==> config.mk <==
export PLATFORM = sky130hd
export DESIGN_NAME = ppi_ctrl_seq
export DESIGN_NICKNAME = d
export VERILOG_FILES = /design/src/rtl/ppi_ctrl_seq.sv
export SDC_FILE = /design/constraint.sdc
export NUM_CORES = 1
export LEC_CHECK = 0
export CAP_MARGIN = 10
export CORE_ASPECT_RATIO = 0.75
export CORE_UTILIZATION = 46
export CTS_BUF_LIST = sky130_fd_sc_hd__clkbuf_16
export DETAILED_ROUTE_END_ITERATION = 10
export GPL_TIMING_DRIVEN = 0
export HOLD_SLACK_MARGIN = 0.03
export PLACE_DENSITY = 0.75
export SYNTH_ARGS = -nofsm -noshare
export SYNTH_HDL_FRONTEND = slang
export SYNTH_SLANG_ARGS = --single-unit
export TNS_END_PERCENT = 5
==> constraint.sdc <==
create_clock -name clk -period 2.2 [get_ports clk]
set_input_delay 0.44 -clock clk [delete_from_list [all_inputs] [get_ports clk]]
set_output_delay 0.44 -clock clk [all_outputs]
set_load 0.005 [all_outputs]
==> src/rtl/ppi_ctrl_seq.sv <==
// rtl/ppi_ctrl_seq.sv - 8255A-style PPI control sequencer: bus decode, control word, BSR, mode-1 port A handshake.
// Optional mode-1 output OBFa/ACKa handshake enabled by defining PPI_MODE1_OUT_EN.
module ppi_ctrl_seq #(
  parameter int         SYNC_STAGES = 2,
  parameter logic [7:0] CW_RESET    = 8'h9B
) (
  input  logic       clk,
  input  logic       nReset,
  input  logic       nCs,
  input  logic       nRd,
  input  logic       nWr,
  input  logic [1:0] A,
  input  logic [7:0] din,
  input  logic [7:0] pa_in,
  input  logic [7:0] pc_in,
  output logic [7:0] dout,
  output logic       dout_oe,
  output logic [7:0] controlword,
  output logic [7:0] pc_out,
  output logic [7:0] pc_oe,
  output logic [7:0] pa_latch,
  output logic       intr_a
);

  typedef enum logic [1:0] {IDLE, STROBE, FULL} state_t;

  state_t                 state;
  logic [SYNC_STAGES-1:0] rd_sync, wr_sync, stb_sync;
  logic                   rd_p, wr_p, stb_p;
  logic                   rd_s, wr_s, stb_s;
  logic                   rd_fall, rd_rise, wr_rise, stb_fall, stb_rise;
  logic [7:0]             pc_reg;
  logic                   intea, ibfa, stb_pend, nobfa;
  logic                   m1in, m1out, wr_commit, pa_sel, rd_act;
  logic                   bsr_inte, bsr_owned;
  logic [2:0]             bsr_bit;
  logic [7:0]             rd_data;
  logic                   ack_fall, ack_rise;

  always_ff @(posedge clk or negedge nReset) begin
    if (!nReset) begin
      rd_sync  <= '1;
      wr_sync  <= '1;
      stb_sync <= '1;
      rd_p     <= 1'b1;
      wr_p     <= 1'b1;
      stb_p    <= 1'b1;
    end else begin
      rd_sync  <= {rd_sync[SYNC_STAGES-2:0], nRd};
      wr_sync  <= {wr_sync[SYNC_STAGES-2:0], nWr};
      stb_sync <= {stb_sync[SYNC_STAGES-2:0], pc_in[4]};
      rd_p     <= rd_s;
      wr_p     <= wr_s;
      stb_p    <= stb_s;
    end
  end

  assign rd_s     = rd_sync[SYNC_STAGES-1];
  assign wr_s     = wr_sync[SYNC_STAGES-1];
  assign stb_s    = stb_sync[SYNC_STAGES-1];
  assign rd_fall  = ~rd_s & rd_p;
  assign rd_rise  = rd_s & ~rd_p;
  assign wr_rise  = wr_s & ~wr_p;
  assign stb_fall = ~stb_s & stb_p;
  assign stb_rise = stb_s & ~stb_p;

  assign m1in      = (controlword[6:5] == 2'b01) && controlword[4];
  assign wr_commit = wr_rise && !nCs;
  assign pa_sel    = !nCs && (A == 2'b00);
  assign rd_act    = !rd_s && !nCs && (A != 2'b11);
  assign bsr_bit   = din[3:1];

`ifdef PPI_MODE1_OUT_EN
  logic [SYNC_STAGES-1:0] ack_sync;
  logic                   ack_p, ack_s;

  always_ff @(posedge clk or negedge nReset) begin
    if (!nReset) begin
      ack_sync <= '1;
      ack_p    <= 1'b1;
    end else begin
      ack_sync <= {ack_sync[SYNC_STAGES-2:0], pc_in[6]};
      ack_p    <= ack_s;
    end
  end

  assign ack_s    = ack_sync[SYNC_STAGES-1];
  assign ack_fall = ~ack_s & ack_p;
  assign ack_rise = ack_s & ~ack_p;
  assign m1out    = (controlword[6:5] == 2'b01) && !controlword[4];
`else
  assign ack_fall = 1'b0;
  assign ack_rise = 1'b0;
  assign m1out    = 1'b0;
  assign nobfa    = 1'b1;
`endif

  // INTEa lives behind a BSR address; handshake-owned bits refuse BSR writes.
  assign bsr_inte  = (m1in && bsr_bit == 3'd4) || (m1out && bsr_bit == 3'd6);
  assign bsr_owned = (m1in && (bsr_bit == 3'd3 || bsr_bit == 3'd5)) ||
                     (m1out && (bsr_bit == 3'd3 || bsr_bit == 3'd7));

  always_comb begin
    rd_data = 8'h00;
    case (A)
      2'b00: rd_data = m1in ? pa_latch : pa_in;
      2'b10: begin
        rd_data = pc_in;
        if (m1in) begin
          rd_data[3] = intr_a;
          rd_data[5] = ibfa;
        end
        if (m1out) begin
          rd_data[3] = intr_a;
          rd_data[7] = nobfa;
        end
      end
      default: rd_data = 8'h00;
    endcase
  end

  always_comb begin
    pc_out = pc_reg;
    pc_oe  = {{4{~controlword[3]}}, {4{~controlword[0]}}};
    if (m1in) begin
      pc_out[5] = ibfa;
      pc_out[3] = intr_a;
      pc_oe[5]  = 1'b1;
      pc_oe[4]  = 1'b0;
      pc_oe[3]  = 1'b1;
    end
    if (m1out) begin
      pc_out[7] = nobfa;
      pc_out[3] = intr_a;
      pc_oe[7]  = 1'b1;
      pc_oe[6]  = 1'b0;
    end
  end

  always_ff @(posedge clk or negedge nReset) begin
    if (!nReset) begin
      controlword <= CW_RESET;
      pc_reg      <= 8'h00;
      pa_latch    <= 8'h00;
      intea       <= 1'b0;
      ibfa        <= 1'b0;
      intr_a      <= 1'b0;
      stb_pend    <= 1'b0;
      state       <= IDLE;
      dout        <= 8'h00;
      dout_oe     <= 1'b0;
`ifdef PPI_MODE1_OUT_EN
      nobfa       <= 1'b1;
`endif
    end else begin
      dout_oe  <= rd_act;
      dout     <= rd_act ? rd_data : 8'h00;
      stb_pend <= 1'b0;
      if (m1in) begin
        case (state)
          IDLE: if (stb_fall || stb_pend) begin
            pa_latch <= pa_in;
            ibfa     <= 1'b1;
            state    <= STROBE;
          end
          STROBE: if (stb_rise) begin
            intr_a <= intea;
            state  <= FULL;
          end
          FULL: begin
            if (rd_fall && pa_sel) intr_a <= 1'b0;
            // A strobe landing on the read-completion cycle is replayed from IDLE.
            if (rd_rise && pa_sel) begin
              ibfa     <= 1'b0;
              state    <= IDLE;
              stb_pend <= stb_fall;
            end
          end
          default: state <= IDLE;
        endcase
      end
`ifdef PPI_MODE1_OUT_EN
      if (m1out) begin
        if (ack_fall) nobfa  <= 1'b1;
        if (ack_rise) intr_a <= intea;
      end
`endif
      if (wr_commit) begin
        if (A == 2'b11) begin
          if (din[7]) begin
            controlword <= din;
            pc_reg      <= 8'h00;
            intea       <= 1'b0;
            ibfa        <= 1'b0;
            intr_a      <= 1'b0;
            stb_pend    <= 1'b0;
            state       <= IDLE;
`ifdef PPI_MODE1_OUT_EN
            nobfa       <= 1'b1;
`endif
          end else if (bsr_inte) begin
            intea <= din[0];
          end else if (!bsr_owned) begin
            pc_reg[bsr_bit] <= din[0];
          end
        end else if (A == 2'b10) begin
          if (!controlword[3]) pc_reg[7:4] <= din[7:4];
          if (!controlword[0]) pc_reg[3:0] <= din[3:0];
        end
`ifdef PPI_MODE1_OUT_EN
        else if (A == 2'b00 && m1out) begin
          nobfa  <= 1'b0;
          intr_a <= 1'b0;
        end
`endif
      end
    end
  end

  logic unused_ok;
  assign unused_ok = ack_fall ^ ack_rise;

endmodule
run_1/gates.png
Scale: 3 px per micron.
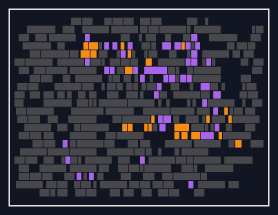
aoi and oai cells -> purple  # cells 41
nor cells -> orange  # cells 23
share of cell area taken by multi-input logic gates: 31.46%
most instantiated logic cell after routing: clkdlybuf4s50_1
post-layout instance count excluding filler cells: 386

run_1/clock_nets.png
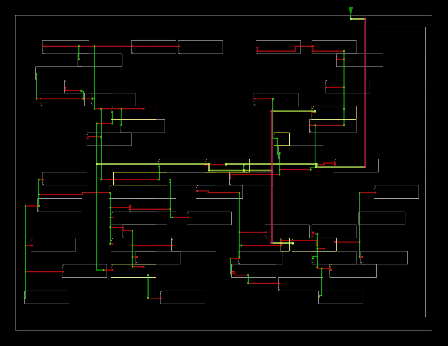
TritonCTS buffer count: 5
number of flip-flops and latches: 47
clock insertion delay at the later pin of the skew report: 290 ps
clock distribution power: 0.000869 W
Layout Skew: 2.445 ps

run_1/clock_wires.png
Scale: 3 px per micron.
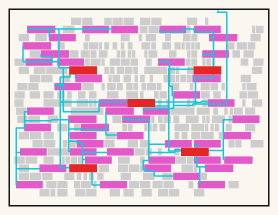
clock-net drivers -> red  # count 5
flip-flops -> magenta  # count 47
clock wires -> cyan  # length 628 microns
flops lie = widely spread
clock network fraction of design power: 30.8%

==> run summary, run 1 <==
Physical design

The largest vdd supply drop stands at 0.0005005 V. For the final routed database, the setup TNS stands at 0 ps. The relative max-transition margin stands at 45.49%.

Of the cells placed in the final design, the portion with a size suffix greater than 1 is 21.34%. Counting flops with a built-in enable in the synthesized netlist gives 0. Per the run report, area growth between synthesis and finish was 41.85%. The sequential group power stands at 0.00112 W.

The combined area of all synthesized cells stands at 0.002434 sq mm. The critical path ends at pc_oe[5]. According to the dpl log, the detail-placed design has an HPWL of 4393 microns. Yosys reports that the most numerous cell types are dfrtp_1, nand2_1, o21ai_0.

The layout multi-input combinational cell count stands at 155. The tool flagged a number of max-cap violations equal to 0. The pin count of the biggest net entering global routing stands at 35. The placed instance count stands at 373.

The power density of the placed cells stands at 816.2 mW/mm^2. For this block, wires on met1 add up to 2817 microns. Global routing put the most usage on met2.

The flow ran to the end, and the final reports show no timing, DRC or antenna violations. TritonCTS built the clock tree. The worst-case reg-to-reg setup slack stands at 350 ps. Derived from the worst setup path, the maximum achievable clock frequency is 471.5 MHz.

STA classifies the critical path endpoint as an output pin. The share of the core area taken by cells at floorplan is 48.84%. The xor/xnor cell area share of the yosys netlist stands at 0%.

The end-of-flow timing check tallies setup violations at 0. Registers are responsible for 39.8% of the overall power. The layout net count stands at 348. On the worst setup and hold paths after CTS, the clock-pin slew comes to 60 ps. Summed over all nets, the switching power comes to 0.0007714 W.
==> inputs of run 2 (changes only) <==
--- a/config.mk
+++ b/config.mk
@@ -5,6 +5,7 @@
 export SDC_FILE = /design/constraint.sdc
 export NUM_CORES = 1
 export LEC_CHECK = 0
+export ABC_CLOCK_PERIOD_IN_PS = 2200
 export CAP_MARGIN = 10
 export CORE_ASPECT_RATIO = 0.75
 export CORE_UTILIZATION = 46
@@ -13,6 +14,7 @@
 export GPL_TIMING_DRIVEN = 0
 export HOLD_SLACK_MARGIN = 0.03
 export PLACE_DENSITY = 0.75
+export RECOVER_POWER = 100
 export SYNTH_ARGS = -nofsm -noshare
 export SYNTH_HDL_FRONTEND = slang
 export SYNTH_SLANG_ARGS = --single-unit
run_2/clock_wires.png
Scale: 3 px per micron.
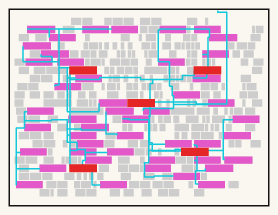
clock-net drivers -> red  # count 5
flip-flops -> magenta  # count 47
clock wires -> cyan  # length 623 microns
routed clock nets = 6
Layout Skew: 4.190 ps
clock network fraction of design power: 31.3%

run_2/clock_nets.png
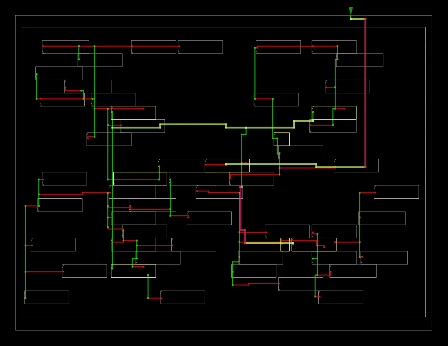
clock buf count: 5
total clock sinks: 47

==> run 2 against run 1 <==
Worst hold slack improved by 140 ps. Design area fell by 0.80%. Critical path type is now primary input to flop. Largest power group unchanged. Register-to-register slack got worse by 200 ps. Final cell count did not move. Highest routed layer unchanged.
==> run summary, run 2 <==
Physical design

The run finished with clean final reports. The combined area of all synthesized cells stands at 0.002434 sq mm. On the worst setup and hold paths after CTS, the clock-pin slew comes to 60 ps. The number of synthesized flops with an enable pin stands at 0. STA reports a reg2reg setup slack of 150 ps. The effective utilization at floorplan stands at 48.84%.

Following the worst setup path forward leads to its endpoint at controlword[5]. For met2 alone, demand over resource in global routing was 35.71%. The met2 wirelength from detailed routing stands at 2696 microns. VDD sags by at most 0.0004843 V. The net switching component of the power stands at 0.0007595 W. The share of the yosys chip area belonging to registers stands at 49.00%. Ranked by instance count, the synthesized netlist is headed by dfrtp_1, nand2_1, o21ai_0. Per the GRT log, the top usage layer is met2. TritonCTS built the clock tree. The aggregate negative setup slack stands at 0 ps. For the sequential group, total power comes out at 0.00111 W.

The relative max-transition margin stands at 44.24%. The power report attributes to the sequential group a share of 40.3%. The H-tree generated during clock tree synthesis spans 2 levels.

The routed metal-1 wire length stands at 2721 microns. The area growth from synthesis to final layout stands at 40.72%. The instance count on the critical path stands at 6. The placed instance count stands at 373. The layout multi-input combinational cell count stands at 155. The detailed placer's ending HPWL stands at 4393 microns. Power attributed to the clock group is 0.000864 W. In this run, the synthesized area fraction spent on xor and xnor cells is recorded as 0%.

The layout net count stands at 348. In this run the count of I/O pins placed on the die edge is 73. STA classifies the critical path endpoint as a flop.

The clock latency on the worst-skew pair stands at 290 ps. The final hold violation count stands at 0. The non-filler instance count after layout stands at 386. The cell count listed in synth_stat.txt stands at 231.

Per the timing report, the achievable frequency comes out to 471.4 MHz. In the finished design the tool counted flip-flops and latches totalling 47. The highest layer touched by signal routing is met4. The post-route netlist has 18.79% of its cells at a drive strength greater than 1. The max-cap check violation count stands at 0. In the power breakdown, the biggest contributor is registers. The last timing report of the flow puts the setup violation total at 0.

The completed layout was analyzed and its total power is 0.002762 W. The power density of the placed cells stands at 806.4 mW/mm^2. Grouping non-sequential cells by family puts the most area in simple AND/OR/NAND/NOR gates. The number of CTS-inserted buffers stands at 5. Entering global routing, the biggest net connects 35 pins.
run_2/gates.png
Scale: 3 px per micron.
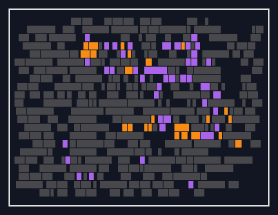
aoi and oai cells -> purple  # cells 41
nor cells -> orange  # cells 23
most instantiated logic cell after routing: dlygate4sd3_1
share of cell area taken by multi-input logic gates: 31.64%

==> inputs of run 3 (changes only) <==
--- a/config.mk
+++ b/config.mk
@@ -8,12 +8,12 @@
 export ABC_CLOCK_PERIOD_IN_PS = 2200
 export CAP_MARGIN = 10
 export CORE_ASPECT_RATIO = 0.75
-export CORE_UTILIZATION = 46
+export CORE_UTILIZATION = 44
 export CTS_BUF_LIST = sky130_fd_sc_hd__clkbuf_16
 export DETAILED_ROUTE_END_ITERATION = 10
 export GPL_TIMING_DRIVEN = 0
 export HOLD_SLACK_MARGIN = 0.03
-export PLACE_DENSITY = 0.75
+export PLACE_DENSITY = 0.73
 export RECOVER_POWER = 100
 export SYNTH_ARGS = -nofsm -noshare
 export SYNTH_HDL_FRONTEND = slang
run_3/gates.png
Scale: 3 px per micron.
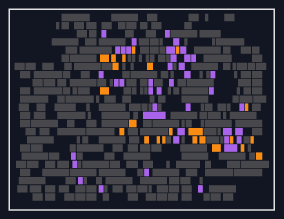
aoi and oai cells -> purple  # cells 41
nor cells -> orange  # cells 23
post-layout instance count excluding filler cells: 393
share of cell area taken by multi-input logic gates: 31.16%

run_3/clock_wires.png
Scale: 3 px per micron.
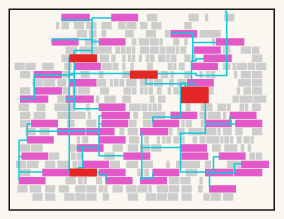
clock-net drivers -> red  # count 5
flip-flops -> magenta  # count 47
clock wires -> cyan  # length 549 microns
routed clock nets = 6
flops lie = widely spread
clock network fraction of design power: 30.9%
clock distribution power: 0.000856 W

==> run 3 against run 2 <==
Critical path depth is 3 lower. First-iteration DRC count is 6.8% lower. Count of clock-buffer cells in the layout stayed put. Clock skew is 1.7 ps higher. Combinational power is 2.8% higher. Die size is 4.4% higher. Wire length is 2.6% lower. Largest power group unchanged.
==> run summary, run 3 <==
Physical design

Entering global routing, the biggest net connects 39 pins. The layout multi-input combinational cell count stands at 155. The achievable clock frequency stands at 477.3 MHz. In the placement report, post-DP HPWL is listed as 4304 microns. Global routing put the most usage on met2. TritonCTS built the clock tree. The routed metal-1 wire length stands at 2801 microns. The largest share of the power goes to registers. The highest layer touched by signal routing is met4. The share of total power in sequential cells stands at 40.0%. Per the cell usage report, the commonest logic cell in the layout is dlygate4sd3_1. The placed instance count stands at 376. Summed over all nets, the switching power comes to 0.0007522 W. OpenSTA lists the critical path endpoint as controlword[4]. For reference, XOR and XNOR gates occupy 0% of the area reported after synthesis.

The combined area of all synthesized cells stands at 0.002434 sq mm. The H-tree was split into 2 levels. The relative max-transition margin stands at 44.61%. For the final routed database, the setup TNS stands at 0 ps. The clock edge transition at the registers on the reported setup and hold paths stands at 60 ps. The flop count stands at 47. The final hold violation count stands at 0. The register-to-register path setup slack stands at 210 ps. The met2 wirelength from detailed routing stands at 2515 microns. The run finished with clean final reports.

The synthesis run identifies the leading combinational cell family as simple AND/OR/NAND/NOR gates. The area growth from synthesis to layout is 43.03%. The number of primary I/O pins stands at 73. Total power normalized to cell area comes to 796.4 mW/mm^2. The clock sink total stands at 47. The design draws 0.002772 W. The number of CTS-inserted buffers stands at 5. In the Yosys report the total cell count is 231.

The sequential group power stands at 0.00111 W. According to the finish report, the design has a final net count of 352. The met2 usage in global routing stands at 32.36%. The post-synth count of flops with an enable pin is 0. The instance count on the critical path stands at 3. The max-cap check violation count stands at 0. The count of endpoints failing setup in the final report stands at 0. The share of the yosys chip area belonging to registers stands at 49.00%. The clock latency on the worst-skew pair stands at 290 ps.
run_3/layers.png
Scale: 6 px per micron.
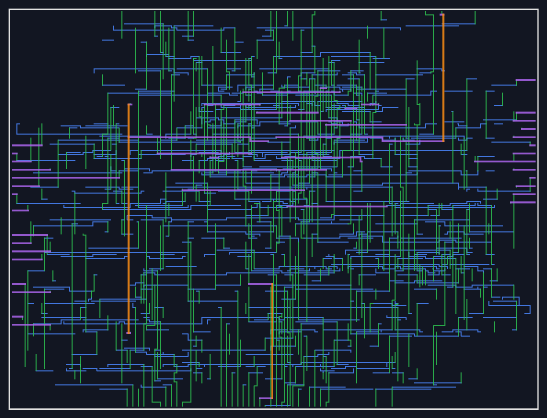
M3 -> purple  # wire length 337 microns
M1 -> blue  # wire length 2800 microns
M4 -> orange  # wire length 78.2 microns
M2 -> green  # wire length 2520 microns
routed len/inst: 14.59 microns
vias: 1987
Routed Wire Length: 5732 microns
overall fraction of global-route tracks in use: 21.45%

Power and IR drop assume default switching activity.
